<file path="config.mk">
export PLATFORM = sky130hd
export DESIGN_NAME = drum_timing
export DESIGN_NICKNAME = d
export VERILOG_FILES = /design/src/rtl/drum_timing.sv
export SDC_FILE = /design/constraint.sdc
export NUM_CORES = 1
export LEC_CHECK = 0
export ABC_AREA = 1
export CORE_MARGIN = 1
export CORE_UTILIZATION = 46
export DETAILED_ROUTE_END_ITERATION = 16
export HOLD_SLACK_MARGIN = 0.08
export PLACE_DENSITY = 0.8
export SLEW_MARGIN = 20
export SYNTH_ARGS = -nofsm -noshare
export SYNTH_HDL_FRONTEND = slang
export SYNTH_SLANG_ARGS = --single-unit
export TNS_END_PERCENT = 5
</file>
<file path="constraint.sdc">
create_clock -name clk -period 1.8 [get_ports clk]
set_clock_uncertainty 0.05 [all_clocks]
set_input_delay 0.18 -clock clk [delete_from_list [all_inputs] [get_ports clk]]
set_output_delay 0.18 -clock clk [all_outputs]
set_load 0.01 [all_outputs]
</file>
<file path="src/rtl/drum_timing.sv">
// Drum-rotation timing generator: bit/word counters stepped by the timer's
// bit-time strobe, plus a run/step FSM that gates the CPU bit enable so
// execution always starts and stops on whole-word boundaries.
//
// Ports:
//   clk, rst     system clock, synchronous active-high reset
//   tick         bit-time strobe from the timer (1 clk wide, may be held)
//   run_req      level: request continuous run
//   step_req     pulse: request one word of execution (honoured in IDLE only)
//   bit_time     current bit time, 0..BITS-1
//   word_time    current word time, 0..WORDS-1
//   t0, t_last   decodes of bit_time == 0 / BITS-1
//   word_end     tick on the last bit of a word
//   rev_end      word_end on the last word of the revolution
//   cpu_en       tick gated by the run/step state
//   running      FSM is in RUN
//   step_done    word_end that completes a single-step word
module drum_timing #(
   parameter  int BITS  = 29,
   parameter  int WORDS = 108,
   localparam int BW    = $clog2(BITS),
   localparam int WW    = $clog2(WORDS)
) (
   input  logic          clk,
   input  logic          rst,
   input  logic          tick,
   input  logic          run_req,
   input  logic          step_req,
   output logic [BW-1:0] bit_time,
   output logic [WW-1:0] word_time,
   output logic          t0,
   output logic          t_last,
   output logic          word_end,
   output logic          rev_end,
   output logic          cpu_en,
   output logic          running,
   output logic          step_done
);

   localparam logic [BW-1:0] BIT_LAST  = BW'(BITS - 1);
   localparam logic [WW-1:0] WORD_LAST = WW'(WORDS - 1);

   typedef enum logic [2:0] {
      IDLE,
      WAIT_RUN,
      RUN,
      WAIT_STEP,
      STEP_WORD
   } state_t;

   state_t state;

   // Counters free-run with the drum regardless of the FSM.
   always_ff @(posedge clk) begin
      if (rst) begin
         bit_time  <= '0;
         word_time <= '0;
      end else if (tick) begin
         if (bit_time == BIT_LAST) begin
            bit_time <= '0;
            if (word_time == WORD_LAST)
               word_time <= '0;
            else
               word_time <= word_time + 1'b1;
         end else begin
            bit_time <= bit_time + 1'b1;
         end
      end
   end

   assign t0     = (bit_time == '0);
   assign t_last = (bit_time == BIT_LAST);

   // Strobes are suppressed during reset so a reset cycle never looks like
   // the end of a word or the completion of a step.
   assign word_end  = !rst && tick && t_last;
   assign rev_end   = word_end && (word_time == WORD_LAST);
   assign cpu_en    = !rst && tick
                      && ((state == RUN) || (state == STEP_WORD));
   assign step_done = word_end && (state == STEP_WORD);
   assign running   = (state == RUN);

   always_ff @(posedge clk) begin
      if (rst) begin
         state <= IDLE;
      end else begin
         unique case (state)
            IDLE: begin
               if (run_req)
                  state <= WAIT_RUN;
               else if (step_req)
                  state <= WAIT_STEP;
            end
            WAIT_RUN: begin
               // Abandoning the request before the word boundary is free.
               if (!run_req)
                  state <= IDLE;
               else if (word_end)
                  state <= RUN;
            end
            RUN: begin
               // A mid-word drop of run_req lets the current word finish.
               if (word_end && !run_req)
                  state <= IDLE;
            end
            WAIT_STEP: begin
               if (word_end)
                  state <= STEP_WORD;
            end
            STEP_WORD: begin
               if (word_end)
                  state <= run_req ? RUN : IDLE;
            end
            default: state <= IDLE;
         endcase
      end
   end

endmodule
</file>
run_1/route_heat.png
Scale bar: 10 um. The die is cut into 9 by 9 equal tiles; dark blue is low, red is high, scaled to the fullest tile. Values are wire area over tile area, all layers added.
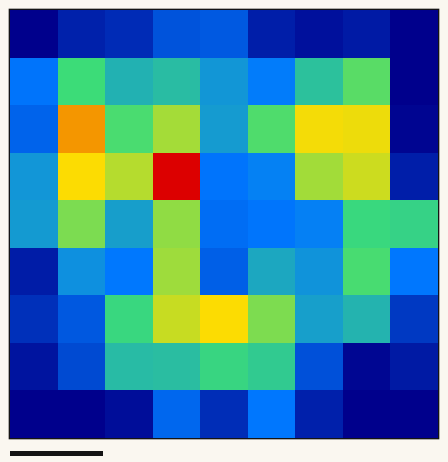
tiles over half the peak	24%
fullest tile	0.45
emptiest ninth of the die	lower right
WL per Instance: 10.13 um
Via Count: 913
Routed WL: 1914 um

run_1/util_map.png
Scale bar: 10 um. The die is cut into 9 by 9 equal tiles; dark blue is low, red is high, 0 to 100% covered.
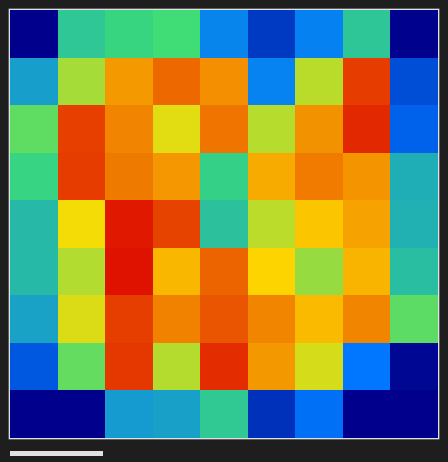
tiles over 75% full	41%
nearly empty tiles	8.6%
emptiest ninth of the die	lower right
core area: 0.001764 mm2
post-layout util: 70.71%

run_1/class_map.png
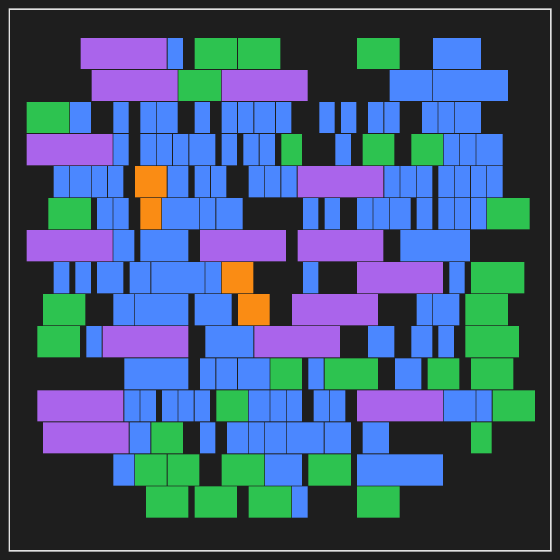
class	color	cells	share of their area
clock drivers and dummy loads	orange	4	2.3%
remaining logic cells	blue	114	49%
sequential cells	purple	15	25%
remaining buffers and delay cells	green	31	24%
std cell rows: 15
Seq/total area: 24.07%

==> results.cfg, run 1 <==
; implementation run metrics
[yosys]
synth.top_cells.by_count = nand2_1, nor2_1, inv_1, dfxtp_1, nand3_1
post-synth-top-area-fraction_pct = 33.95
edf_count = 0
avgSynthCellArea_um2 = 6.857
ys_seq_share_pct = 33.95
syn_inst = 129
yosysMostFrequentCell = nand2_1
synth.cell_area_um2 = 884.6
yosys.area_share.aoi_pct = 5.233
simple_gate_area_share_pct = 45.97
async_flop_share_pct = 0
ys_sh_adder_pct = 4.243
ys_area_um2 = 884.6
synthMuxAreaShare_pct = 0
top_area_cell = dfxtp_1
logic_family = simple AND/OR/NAND/NOR gates
yosysUniqueCellTypes = 25
ys_cells = 129
ys_sh_xor_pct = 2.970
synth.net_count = 137
synth_flops = 15
ff_type = dfxtp_1
area_leaders = dfxtp_1, nand2_1, nor2_1
yosysWarnings = 0

[clocking]
post_cts_buffers = 0
cts.sinks = 15
postCtsHoldBufs = 0
root_buffer = clkbuf_4
clkTransAtPathRegs_ps = 90
cts_htree_levels = 1
clock_latency_ps = 280
cts_made_buffers = 3
cts.path.max_buffers = 2
cts_tree = yes

[place]
pre_cts_slack_ps = -58.30
hpwl_um = 1529
portBuffers = 23
place.gp.congestion = 0.8170
dp.cells = 185
placed_cell_area_mm2 = 0.001206

[grt]
grtUsageMet2_pct = 33.52
first_global_vias = 752
met3_usage_pct = 3.571
overflow = 0
grtUsageTotal_pct = 19.72
antenna_found_initial = 0
grt_pass1_wl_um = 3001
grt_most_used_layer = met2
use_met1_pct = 24.58

[timing]
hold_viol = 0
slew_headroom_pct = 72.95
setup_viol_count_final = 0
fin_crit_sh_pct = 91.58
slew_violations = 0
fin_ws_ps = 151.5
rsz0062_at_grt = false
tightest_slew_ps = 402.6
max_freq_mhz = 606.6
period_minus_slack_ps = 1649

[run]
maxCapViolCount = 0
tool_warnings = 28

[hold_path]
holdPathStages = 2
min_to = word_time[0]$_SDFFE_PP0P_
worstHoldPathType = reg2reg
timing.hold.worst.start = word_time[0]$_SDFFE_PP0P_

[power_and_ir_drop]
leakagePower_nw = 0.6048
pg_comb_uw = 361
seq_power_share_pct = 41.5
intPower_uw = 591.5
maxPowerGroup = registers
ir_drop_v = 0.0004934
p_sw_uw = 346.8
clockPowerShare_pct = 20.1
switching_share_pct = 36.96
powerDensity_mw_per_mm2 = 752.1
p_clk_uw = 188
powerSeq_uw = 389
combPwrFrac_pct = 38.4

[setup_path]
r2r_slack_ps = 210
slowest_delay_ps = 320
cp-end-kind = output port
path_buffers = 3
critPathMaxFanout = 4
r2r-end = word_time[0]$_SDFFE_PP0P_
critical_path_class = reg2out
cp-endpoint = t_last
critPathTopFamily = buffers and inverters
r2r_start = bit_time[0]$_SDFFE_PP0P_
cpMaxStageDelayCell = dfxtp_1
arrival_ps = 1420
required_ps = 1570
rr_worst_depth = 10
crit_path_start = bit_time[1]$_SDFFE_PP0P_
crit_cells = 6
start_kind = register

[die]
chip_area_mm2 = 0.002102
dieWidth_um = 45.85
io_pins = 24
fp-utilization_pct = 50.14
die_h_um = 45.85

[detailed_routing]
drc = 0
antenna_left = 0
wl_met1_um = 889
drt_pass1_iterations = 4
dr.max_layer_used = met4
dr_wl_met3_um = 72
met2WireLength_um = 939
drtIter0Drc = 13

[layout]
final_cell_mix = nand2_1, nor2_1, inv_1, clkdlybuf4s50_1, dfxtp_1
layout-drive-gt1-share_pct = 18.90
layout.area.comb_um2 = 533.0
layout.nets = 173
layout_top_cell = nand2_1
seq_area_um2 = 300.3
fill_cells = 155
final_area_mm2 = 0.001247
fin_cells = 189
area_growth_pct = 41.02

[status]
status = completed
-- run 1: layout make-up --
class | instances | area share (%)
inverter | 18 | 5.416
timing repair buffer | 31 | 23.07
clock buffer | 3 | 1.805
sequential | 15 | 24.07
clock inverter | 1 | 0.4012
multi-input combinational | 96 | 42.73
tap | 25 | 2.508
-- run 1: state kept, by name, indices dropped and copies added (netlist names) --
signal	flops
word_time	7
bit_time	5
state	3
-- run 1: metrics by stage --
step | hold WS (ps) | power (mW) | util (%) | setup TNS (ps)
CTS | 474.8 | 0.9335 | 69.93 | -161.2
detailed placement | 458.5 | 0.7417 | 68.37 | -152.7
global placement | 439.2 | 0.7260 | 68.37 | -35.81
floorplan | 201.5 | 0.6341 | - | 0
global route | 508.0 | 1.002 | 70.71 | 0
finish | 472.6 | 0.9382 | 70.71 | 0
==> run 2, diff against run 1 <==
--- a/config.mk
+++ b/config.mk
@@ -6,6 +6,7 @@
 export NUM_CORES = 1
 export LEC_CHECK = 0
 export ABC_AREA = 1
+export CAP_MARGIN = 10
 export CORE_MARGIN = 1
 export CORE_UTILIZATION = 46
 export DETAILED_ROUTE_END_ITERATION = 16
run_2/route_heat.png
Scale bar: 10 um. The die is cut into 9 by 9 equal tiles; dark blue is low, red is high, scaled to the fullest tile. Values are wire area over tile area, all layers added.
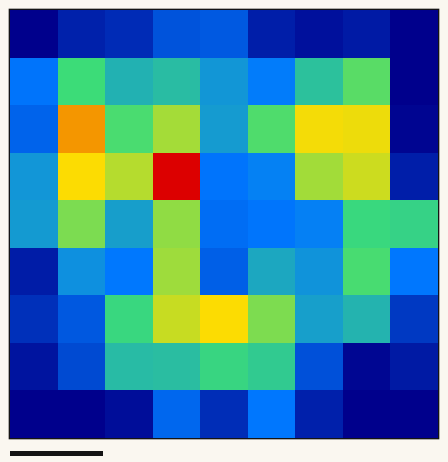
fullest tile	0.45
emptiest ninth of the die	lower right
nearly empty tiles	11%
tiles over half the peak	24%
mean over tiles	0.14
GRT Overall Usage: 19.72%

run_2/class_map.png
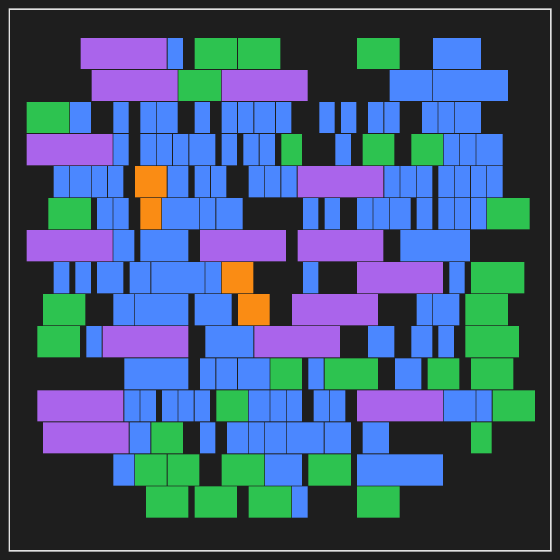
class	color	cells	share of their area
sequential cells	purple	15	25%
remaining logic cells	blue	114	49%
remaining buffers and delay cells	green	31	24%
clock drivers and dummy loads	orange	4	2.3%
Design Area, Final: 0.001247 mm2

run_2/sizing.png
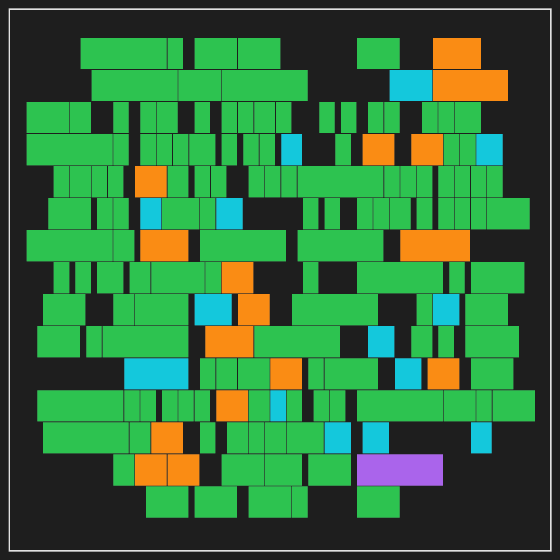
size	color	cells	share
x2	cyan	14	8.5%
x3 and x4	orange	16	9.8%
x1 and smaller	green	133	81%
x6 and larger	purple	1	0.61%
Buffers, non-clock: 31
setup slack after layout: 151.5 ps
synth-to-layout area growth: 41.02%

==> run 2 against run 1 <==
Against the previous run:
- setup slack is the same
- largest power group unchanged
- clock power barely moved
- non-clock buffer count is the same
- combinational power about the same
- utilization did not move
==> results.cfg, run 2 <==
; implementation run metrics
[detailed_routing]
viasPerCell = 4.831
met2WireLength_um = 939
drt_pass1_iterations = 4
dr_wl_met3_um = 72
antenna_left = 0
wl_met1_um = 889
drc = 0
drtIter0Drc = 13
vias = 913
dr.max_layer_used = met4
drt_wl_total_um = 1914
avgRoutedWirePerCell_um = 10.13

[hold_path]
holdPathStages = 2
worstHoldPathType = reg2reg
min_to = word_time[0]$_SDFFE_PP0P_
timing.hold.worst.start = word_time[0]$_SDFFE_PP0P_

[grt]
use_met1_pct = 24.58
met3_usage_pct = 3.571
antenna_found_initial = 0
first_global_vias = 752
grt_most_used_layer = met2
grt_pass1_wl_um = 3001
grt_max_degree = 10
grtUsageMet2_pct = 33.52
overflow = 0

[yosys]
ys_area_um2 = 884.6
synth.top_cells.by_count = nand2_1, nor2_1, inv_1, dfxtp_1, nand3_1
simple_gate_area_share_pct = 45.97
avgSynthCellArea_um2 = 6.857
top_area_cell = dfxtp_1
edf_count = 0
synth.cell_area_um2 = 884.6
async_flop_share_pct = 0
ys_sh_adder_pct = 4.243
ff_type = dfxtp_1
yosysWarnings = 0
yosysMostFrequentCell = nand2_1
synth.net_count = 137
yosysUniqueCellTypes = 25
yosys.area_share.aoi_pct = 5.233
ys_sh_xor_pct = 2.970
area_leaders = dfxtp_1, nand2_1, nor2_1
synthMuxAreaShare_pct = 0
syn_inst = 129
ys_cells = 129
ys_seq_share_pct = 33.95
synth_flops = 15
logic_family = simple AND/OR/NAND/NOR gates
post-synth-top-area-fraction_pct = 33.95

[run]
maxCapViolCount = 0
tool_warnings = 28

[power_and_ir_drop]
leakagePower_nw = 0.6048
powerSeq_uw = 389
combPwrFrac_pct = 38.4
maxPowerGroup = registers
pg_comb_uw = 361
ir_drop_v = 0.0004934
seq_power_share_pct = 41.5
powerDensity_mw_per_mm2 = 752.1
p_clk_uw = 188
p_sw_uw = 346.8
switching_share_pct = 36.96
clockPowerShare_pct = 20.1
intPower_uw = 591.5

[timing]
hold_viol = 0
fin_hold_ws_ps = 472.6
slew_violations = 0
fin_setup_tns_ps = 0
rsz0062_at_grt = false
period_minus_slack_ps = 1649
tightest_slew_ps = 402.6
slew_headroom_pct = 72.95
setup_viol_count_final = 0
max_freq_mhz = 606.6
fin_crit_sh_pct = 91.58

[status]
status = completed

[clocking]
cts_htree_levels = 1
clock_latency_ps = 280
post_cts_buffers = 0
root_buffer = clkbuf_4
cts.sinks = 15
cts_tree = yes
postCtsHoldBufs = 0
cts_made_buffers = 3
cts_resized = 6
clkTransAtPathRegs_ps = 90
cts.path.max_buffers = 2

[setup_path]
cp-endpoint = t_last
required_ps = 1570
crit_cells = 6
path_buffers = 3
cp-end-kind = output port
crit_path_start = bit_time[1]$_SDFFE_PP0P_
critPathTopFamily = buffers and inverters
r2r_start = bit_time[0]$_SDFFE_PP0P_
r2r_slack_ps = 210
start_kind = register
path_cells = inv_1 > ha_2 > nand2_2 > nor2_8 > buf_4 > clkdlybuf4s15_1
arrival_ps = 1420
rr_worst_depth = 10
r2r-end = word_time[0]$_SDFFE_PP0P_
critPathMaxFanout = 4
cpMaxStageDelayCell = dfxtp_1
slowest_delay_ps = 320
critical_path_class = reg2out

[layout]
layout_top_cell = nand2_1
final_cell_mix = nand2_1, nor2_1, inv_1, clkdlybuf4s50_1, dfxtp_1
top_register = word_time
post-route-util_pct = 70.71
layout.nets = 173
largest_registers = word_time (7), bit_time (5), state (3)
largest_reg_flops = 7
layout-drive-gt1-share_pct = 18.90
n_antenna_cell = 0

[place]
place.gp.congestion = 0.8170
hpwl_um = 1529
portBuffers = 23

[die]
fp-utilization_pct = 50.14
die_h_um = 45.85
dieWidth_um = 45.85
core_mm2 = 0.001764
io_pins = 24
fp-row-count = 15
chip_area_mm2 = 0.002102
[run 2: cell counts in the layout (fill, tap and decap cells not counted)]
Identical to the previous run, type by type.
[run 2: metrics by stage]
step	setup WS, ps	total power [mW]	instances	cell area, um2
6_report	151.5	0.9382	189	1247
5_1_grt	20.22	1.002	189	1247
4_1_cts	-158.1	0.9335	189	1234
3_5_place_dp	-58.30	0.7417	185	1206
3_3_place_gp	-24.81	0.7260	185	1206
2_1_floorplan	318.9	0.6341	129	884.6
[run 2: cell type report]
type	count	area, um2
multi-input cells	96	533.0
fillers	155	516.7
flip-flops and latches	15	300.3
repair buffers	31	287.8
inverters	18	67.56
well taps	25	31.28
clock buffers	3	22.52
clock inverters	1	5.005
==> run 3, diff against run 2 <==
==> constraint.sdc (replaced) <==
create_clock -name clk -period 1.8 [get_ports clk]
set_clock_uncertainty 0.05 [all_clocks]
set_input_delay 0.36 -clock clk [delete_from_list [all_inputs] [get_ports clk]]
set_output_delay 0.36 -clock clk [all_outputs]
set_load 0.01 [all_outputs]
run_3/util_map.png
Scale bar: 10 um. The die is cut into 9 by 9 equal tiles; dark blue is low, red is high, 0 to 100% covered.
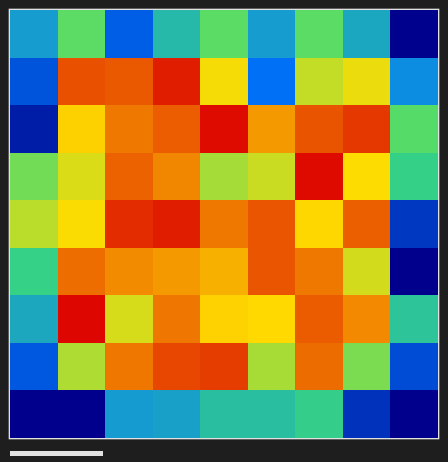
densest ninth of the die	center
nearly empty tiles	6.2%
tiles over 75% full	43%
fullest tile	99%
mean over tiles	62%
fp util: 50.14%
post-layout util: 75.11%

run_3/route_heat.png
Scale bar: 10 um. The die is cut into 9 by 9 equal tiles; dark blue is low, red is high, scaled to the fullest tile. Values are wire area over tile area, all layers added.
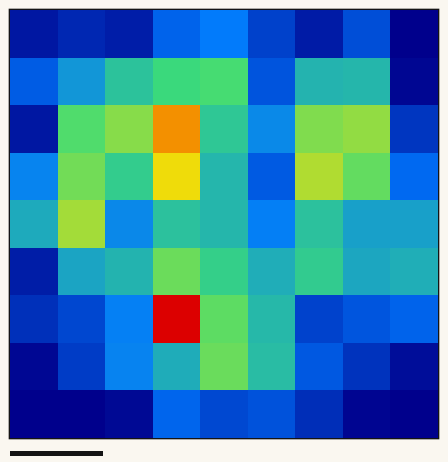
fullest tile	0.49
nearly empty tiles	9.9%
mean over tiles	0.15
WL per Instance: 10.15 um
Via Count: 937
GRT Overall Usage: 20.67%
Routed WL: 2010 um

run_3/class_map.png
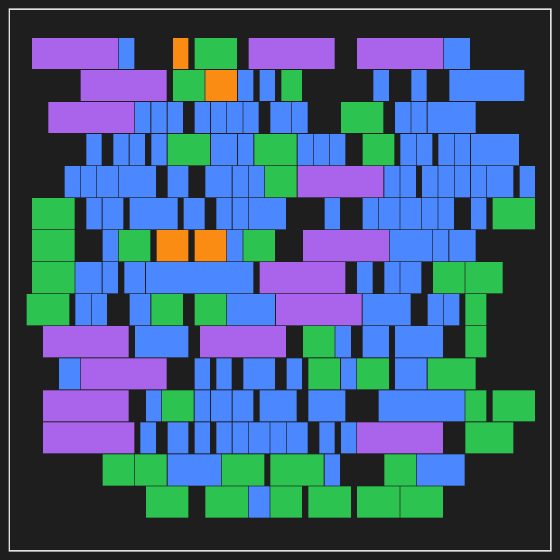
class	color	cells	share of their area
sequential cells	purple	15	23%
remaining buffers and delay cells	green	40	27%
remaining logic cells	blue	114	48%
clock drivers and dummy loads	orange	4	2.0%
Design Area, Final: 0.001325 mm2
Seq/total area: 22.76%

==> run 3 against run 2 <==
Against the previous run:
- utilization increased by 4.4 points
- first-iteration DRC count is the same
- sequential cell count unchanged
==> results.cfg, run 3 <==
; implementation run metrics
[status]
status = completed

[grt]
overflow = 0
use_met1_pct = 25.18
grt_pass1_wl_um = 3105
first_global_vias = 748
met3_usage_pct = 3.968
grt_max_degree = 9

[clocking]
cts_resized = 24
clkTransAtPathRegs_ps = 80
cts_htree_levels = 1
root_buffer = clkbuf_4
postCtsHoldBufs = 0
cts.path.max_buffers = 2
cts_made_buffers = 3
cts_tree = yes

[layout]
clock_buffers = 4
buf_share_pct = 25.97
area_growth_pct = 49.79
fill_cells = 156
largest_registers = word_time (7), bit_time (5), state (3)
largest_cell_class = combinational gates
layout.nets = 182
layout-drive-gt1-share_pct = 26.01
layout.area.comb_um2 = 554.3
n_antenna_cell = 0
seq_area_um2 = 301.5
flop-count = 15
inverters = 18
final_cell_mix = nand2_1, nor2_1, buf_4
logic_gates = 96
signal_buffers = 40
layout_top_cell = nand2_1

[setup_path]
crit_path_start = bit_time[4]$_SDFFE_PP0P_
start_kind = register
path_cells = buf_4 > clkdlybuf4s50_1
required_ps = 1390
critPathMaxFanout = 3
r2r-end = word_time[0]$_SDFFE_PP0P_
critPathTopFamily = buffers and inverters
critical_path_class = reg2out
rr_worst_depth = 10
cp-endpoint = bit_time[4]
arrival_ps = 1330
cpMaxStageDelayCell = clkdlybuf4s50_1
cp-end-kind = output port
crit_cells = 2
r2r_start = bit_time[1]$_SDFFE_PP0P_

[power_and_ir_drop]
powerDensity_mw_per_mm2 = 709.4
clockPowerShare_pct = 19.9
intPower_uw = 601.9
ir_drop_v = 0.0004953
leakagePower_nw = 0.6538
switching_share_pct = 35.97
p_sw_uw = 338.1

[hold_path]
timing.hold.worst.start = tick
holdPathStages = 4
min_to = bit_time[1]$_SDFFE_PP0P_
worstHoldPathType = in2reg

[detailed_routing]
drtIter0Drc = 13
drc = 0
wl_met1_um = 871
antenna_left = 0
dr_wl_met3_um = 72
met2WireLength_um = 1045
dr.max_layer_used = met4

[die]
die_h_um = 45.85
dieWidth_um = 45.85
nWellTaps = 25
io_pins = 24
chip_area_mm2 = 0.002102
fp-row-count = 15

[yosys]
simple_gate_area_share_pct = 45.97
ys_sh_xor_pct = 2.970
yosysUniqueCellTypes = 25
yosysMostFrequentCell = nand2_1
top_area_cell = dfxtp_1
ys_sh_adder_pct = 4.243
synth.top_cells.by_count = nand2_1, nor2_1, inv_1, dfxtp_1, nand3_1
synth.net_count = 137
logic_family = simple AND/OR/NAND/NOR gates
ys_area_um2 = 884.6
yosys.area_share.aoi_pct = 5.233
edf_count = 0
ys_seq_share_pct = 33.95
async_flop_share_pct = 0
ff_type = dfxtp_1
syn_inst = 129
post-synth-top-area-fraction_pct = 33.95
ys_cells = 129
yosysWarnings = 0
area_leaders = dfxtp_1, nand2_1, nor2_1

[timing]
hold_viol = 0
period_minus_slack_ps = 1737
slew_headroom_pct = 74.09
fin_setup_tns_ps = 0
tightest_slew_ps = 385.7
setup_viol_count_final = 0
rsz0062_at_grt = true
max_freq_mhz = 575.7
fin_crit_sh_pct = 96.51

[run]
tool_warnings = 29

[place]
place.gp.congestion = 0.8296
portBuffers = 23
==> run 3: cell counts after synthesis <==
No cell type changed its count.
==> run 3: power by group through the flow <==
stage | clock network [mW] | registers [mW] | logic (mW)
2_1_floorplan | 0 | 0.391 | 0.243
3_3_place_gp | 0 | 0.390 | 0.350
3_5_place_dp | 0 | 0.391 | 0.368
4_1_cts | 0.193 | 0.383 | 0.363
5_1_grt | 0.206 | 0.388 | 0.413
6_report | 0.187 | 0.384 | 0.369
==> run 3: stage by stage <==
stage                     setup slack (ps)  util (%)  hold slack, ps  area [um2]  instances
after detailed placement            -459.4     72.20           501.9        1274        194
after CTS                           -135.2     74.33           516.8        1311        198
final                                62.90     75.11           473.9        1325        198
after global routing                -11.68     75.11           492.9        1325        198
after floorplan                      237.3         -           381.5       884.6        129
after global placement              -414.5     72.20           472.7        1274        194
No activity file was given, so power comes from the tool's default toggle rates.
